### src/rtl/key_debouncer_pkg.sv
// -----------------------------------------------------------------------------
// debounce_pkg
// Shared types and constants for the key debouncer.
//   deb_state_t           : per-channel FSM state (1 bit)
//   DEB_CYCLES_50MHZ_20MS : 20 ms qualification window at 50 MHz
//   DEB_CYCLES_SIM        : short window for simulation
//   cnt_width(n)          : counter width needed to hold 0 .. n-1
// -----------------------------------------------------------------------------
package debounce_pkg;

  typedef enum logic {
    ST_STABLE = 1'b0,
    ST_CHECK  = 1'b1
  } deb_state_t;

  localparam int DEB_CYCLES_50MHZ_20MS = 1_000_000;
  localparam int DEB_CYCLES_SIM        = 4;

  function automatic int cnt_width(input int n);
    return $clog2(n);
  endfunction

endpackage

### src/rtl/key_debouncer_if.sv
// -----------------------------------------------------------------------------
// key_debouncer_if
// Bundles the raw button pins and the debounced outputs.
//   key_raw   : asynchronous button pins (driven by master)
//   key_level : debounced level, 1 = pressed (driven by slave)
//   key_busy  : channel is qualifying a change (driven by slave)
// master = board/stimulus side, slave = debouncer side.
// -----------------------------------------------------------------------------
interface key_debouncer_if #(
  parameter int N_KEYS = 4
);
  logic [N_KEYS-1:0] key_raw;
  logic [N_KEYS-1:0] key_level;
  logic [N_KEYS-1:0] key_busy;

  modport master (output key_raw, input key_level, input key_busy);
  modport slave  (input key_raw, output key_level, output key_busy);
endinterface

### src/rtl/key_debouncer_channel.sv
// -----------------------------------------------------------------------------
// debounce_channel
// One debounce channel: two-flop synchroniser, stability counter and a
// two-state FSM (STABLE / CHECK).
//   clk         : system clock
//   rst_n       : asynchronous active-low reset
//   key_raw_i   : asynchronous button pin
//   key_level_o : debounced level, 1 = pressed, registered
//   key_busy_o  : 1 while a candidate change is being qualified, registered
// -----------------------------------------------------------------------------
module debounce_channel
  import debounce_pkg::*;
#(
  parameter int DEBOUNCE_CYCLES = DEB_CYCLES_50MHZ_20MS,
  parameter bit ACTIVE_LOW      = 1'b1
) (
  input  logic clk,
  input  logic rst_n,
  input  logic key_raw_i,
  output logic key_level_o,
  output logic key_busy_o
);

  localparam int               CNT_W    = cnt_width(DEBOUNCE_CYCLES);
  localparam logic [CNT_W-1:0] CNT_LAST = CNT_W'(DEBOUNCE_CYCLES - 1);
  localparam logic [CNT_W-1:0] CNT_ONE  = CNT_W'(1);
  // Raw pin value that corresponds to "released", so reset yields s = 0.
  localparam logic             RAW_IDLE = ACTIVE_LOW;

  logic             sync1_q, sync1_d;
  logic             sync2_q, sync2_d;
  deb_state_t       state_q, state_d;
  logic [CNT_W-1:0] cnt_q, cnt_d;
  logic             level_q, level_d;
  logic             busy_q, busy_d;
  logic             s;

  // Polarity-corrected synchroniser output: 1 = pressed.
  assign s = sync2_q ^ ACTIVE_LOW;

  always_comb begin
    sync1_d = key_raw_i;
    sync2_d = sync1_q;
    state_d = state_q;
    cnt_d   = cnt_q;
    level_d = level_q;
    case (state_q)
      ST_STABLE: begin
        if (s != level_q) begin
          state_d = ST_CHECK;
          cnt_d   = CNT_ONE;
        end
      end
      ST_CHECK: begin
        if (s == level_q) begin
          // Returned to the accepted value: drop the candidate.
          state_d = ST_STABLE;
          cnt_d   = '0;
        end else if (cnt_q == CNT_LAST) begin
          state_d = ST_STABLE;
          cnt_d   = '0;
          level_d = ~level_q;
        end else begin
          cnt_d = cnt_q + CNT_ONE;
        end
      end
      default: begin
        state_d = ST_STABLE;
        cnt_d   = '0;
      end
    endcase
    busy_d = (state_d == ST_CHECK);
  end

  always_ff @(posedge clk or negedge rst_n) begin
    if (!rst_n) begin
      sync1_q <= RAW_IDLE;
      sync2_q <= RAW_IDLE;
      state_q <= ST_STABLE;
      cnt_q   <= '0;
      level_q <= 1'b0;
      busy_q  <= 1'b0;
    end else begin
      sync1_q <= sync1_d;
      sync2_q <= sync2_d;
      state_q <= state_d;
      cnt_q   <= cnt_d;
      level_q <= level_d;
      busy_q  <= busy_d;
    end
  end

  assign key_level_o = level_q;
  assign key_busy_o  = busy_q;

endmodule

### src/rtl/key_debouncer.sv
// -----------------------------------------------------------------------------
// key_debouncer
// Debounces N_KEYS asynchronous push buttons into clean active-high levels.
// Channels are fully independent; no arbitration between keys.
//   clk   : system clock
//   rst_n : asynchronous active-low reset
//   kb    : key_debouncer_if slave (key_raw in, key_level / key_busy out)
// The interface instance must be built with the same N_KEYS.
// -----------------------------------------------------------------------------
module key_debouncer
  import debounce_pkg::*;
#(
  parameter int N_KEYS          = 4,
  parameter int DEBOUNCE_CYCLES = DEB_CYCLES_50MHZ_20MS,
  parameter bit ACTIVE_LOW      = 1'b1
) (
  input  logic             clk,
  input  logic             rst_n,
  key_debouncer_if.slave   kb
);

  generate
    for (genvar gi = 0; gi < N_KEYS; gi++) begin : g_chan
      debounce_channel #(
        .DEBOUNCE_CYCLES (DEBOUNCE_CYCLES),
        .ACTIVE_LOW      (ACTIVE_LOW)
      ) u_chan (
        .clk         (clk),
        .rst_n       (rst_n),
        .key_raw_i   (kb.key_raw[gi]),
        .key_level_o (kb.key_level[gi]),
        .key_busy_o  (kb.key_busy[gi])
      );
    end
  endgenerate

endmodule

### src/flat_wrapper.sv
// flat-port wrapper written by rule: the top's interface ports become plain ports
module key_debouncer_flat import debounce_pkg::*;
#(
  parameter int N_KEYS          = 4,
  parameter int DEBOUNCE_CYCLES = DEB_CYCLES_50MHZ_20MS,
  parameter bit ACTIVE_LOW      = 1'b1
)
  (clk, rst_n, kb_key_raw, kb_key_level, kb_key_busy);
  key_debouncer_if #(.N_KEYS(N_KEYS)) kb_i ();
  input  logic clk;
  input  logic rst_n;
  input wire logic [$bits(kb_i.key_raw)-1:0] kb_key_raw;
  output wire logic [$bits(kb_i.key_level)-1:0] kb_key_level;
  output wire logic [$bits(kb_i.key_busy)-1:0] kb_key_busy;
  assign kb_i.key_raw = kb_key_raw;
  assign kb_key_level = kb_i.key_level;
  assign kb_key_busy = kb_i.key_busy;
  key_debouncer #(.N_KEYS(N_KEYS), .DEBOUNCE_CYCLES(DEBOUNCE_CYCLES), .ACTIVE_LOW(ACTIVE_LOW)) u_core (.clk(clk), .rst_n(rst_n), .kb(kb_i));
endmodule
### config.mk
export PLATFORM = sky130hd
export DESIGN_NAME = key_debouncer_flat
export DESIGN_NICKNAME = d
export VERILOG_FILES = /design/src/rtl/key_debouncer_pkg.sv /design/src/rtl/key_debouncer_if.sv /design/src/rtl/key_debouncer_channel.sv /design/src/rtl/key_debouncer.sv /design/src/flat_wrapper.sv
export SDC_FILE = /design/constraint.sdc
export NUM_CORES = 1
export LEC_CHECK = 0
export CORE_AREA = 2 2 80 139
export DETAILED_ROUTE_END_ITERATION = 10
export DIE_AREA = 0 0 82 141
export GPL_ROUTABILITY_DRIVEN = 0
export HOLD_SLACK_MARGIN = 0.02
export PLACE_DENSITY_LB_ADDON = 0.15
export SYNTH_ARGS = -nofsm -noshare
export SYNTH_HDL_FRONTEND = slang
export SYNTH_SLANG_ARGS = --single-unit
export TNS_END_PERCENT = 1
### constraint.sdc
create_clock -name clk -period 1.81 [get_ports clk]
set_input_delay 0.362 -clock clk [delete_from_list [all_inputs] [get_ports clk]]
set_output_delay 0.362 -clock clk [all_outputs]
set_load 0.02 [all_outputs]
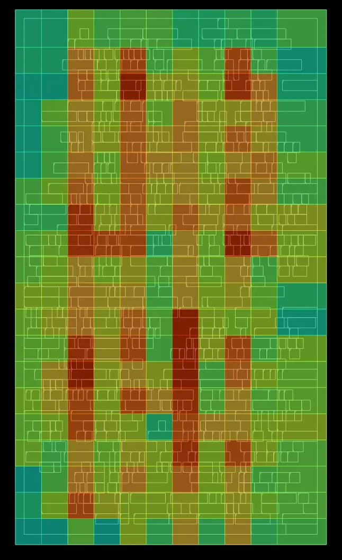
final_congestion.png
routed wirelength normalized by instance count: 16.1 µm
met3 Track Usage GR: 3.65%
most used routing layer: met2
met2 global-route usage: 39.6%
Util after Layout: 60.9%

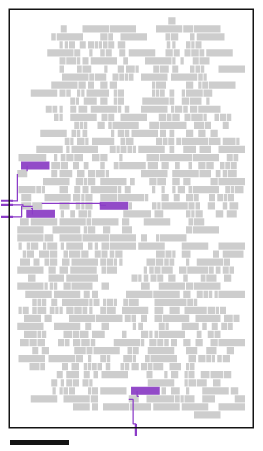
port_nets.png
The bar under the picture is 20 µm long.
color	port	direction	edge	end cells	buffers	wire
purple	kb_key_raw	input	3 left, 1 bottom	4	4	65.7 µm

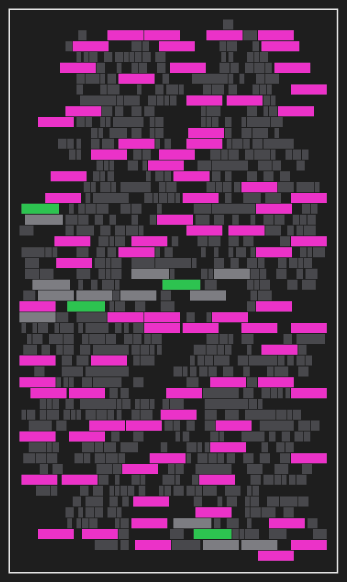
registers.png
Other sequential cells in the stronger gray, the rest of the logic in the fainter gray.
color	signal	sequential cells
green	u_core.g_chan.u_chan.sync2_q	4
magenta	u_core.g_chan.u_chan.cnt_q	80
not colored	12

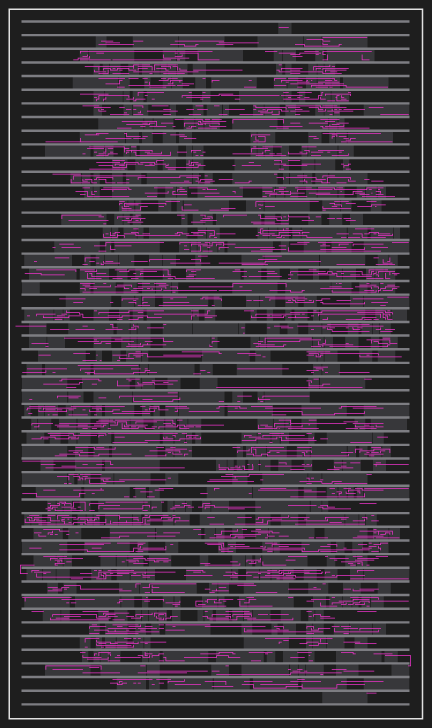
met1.png
Supply wires on this layer in gray.
nets with wire on the layer	600
wire length on this layer	5,180 µm
main direction	horizontal
longest straight run	29.0 µm
share of all routed wire	42%

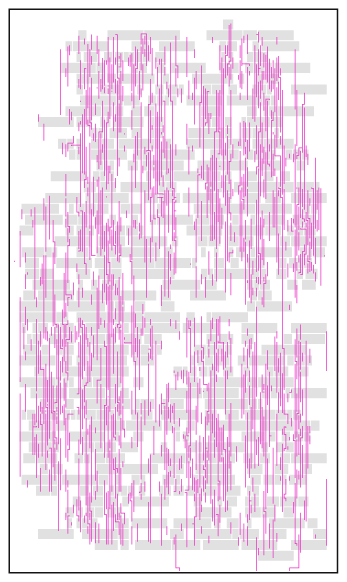
met2.png
wire length on this layer	6,560 µm
main direction	vertical

==> out/metrics.csv <==
metric,value,unit
result of the run,finished with violations,
failing checks,setup timing,
final clock period utilization by the worst path,104,%
Critical R2R Capture,u_core.g_chan[1].u_chan.cnt_q[18],
root buf cell,sky130_fd_sc_hd__clkbuf_16,
simple-gate area share of the yosys netlist,24.8,%
number of clock buffers in the layout,10,
reg-to-reg startpoint,u_core.g_chan[1].u_chan.cnt_q[15],
number of instances resized during post-cts repair,8,
clock distribution power,2220,µW
ratio of cells with drive above 1 in the final layout,22.4,%
"Async S/R FF share, synth",100,%
wire length of the first global-routing pass,20.5,mm
number of standard cells reported by yosys,548,
number of setup violations in the final report,16,
Comb power frac,8.6,%
count of nets after finishing,638,
Sequential Power,2230,µW
Non-CTS inverters,11,
Worst Hold Launch,u_core.g_chan[2].u_chan.sync1_q,
cts-stage hold buffer count,1,
number of buffers and inverters on the critical path,0,
final critical-path setup slack,-0.0643,ns
unrepaired setup endpoints after global routing,yes,
sequence of cells on the critical path,or3b_4 > nor4_4 > a21oi_4 > a32o_1 > a21o_1,
Net Sw Power,1130,µW
num ports,14,
Sinks on Clock Net,96,
Power figures rest on the tool's default switching activity, not on a simulated workload.
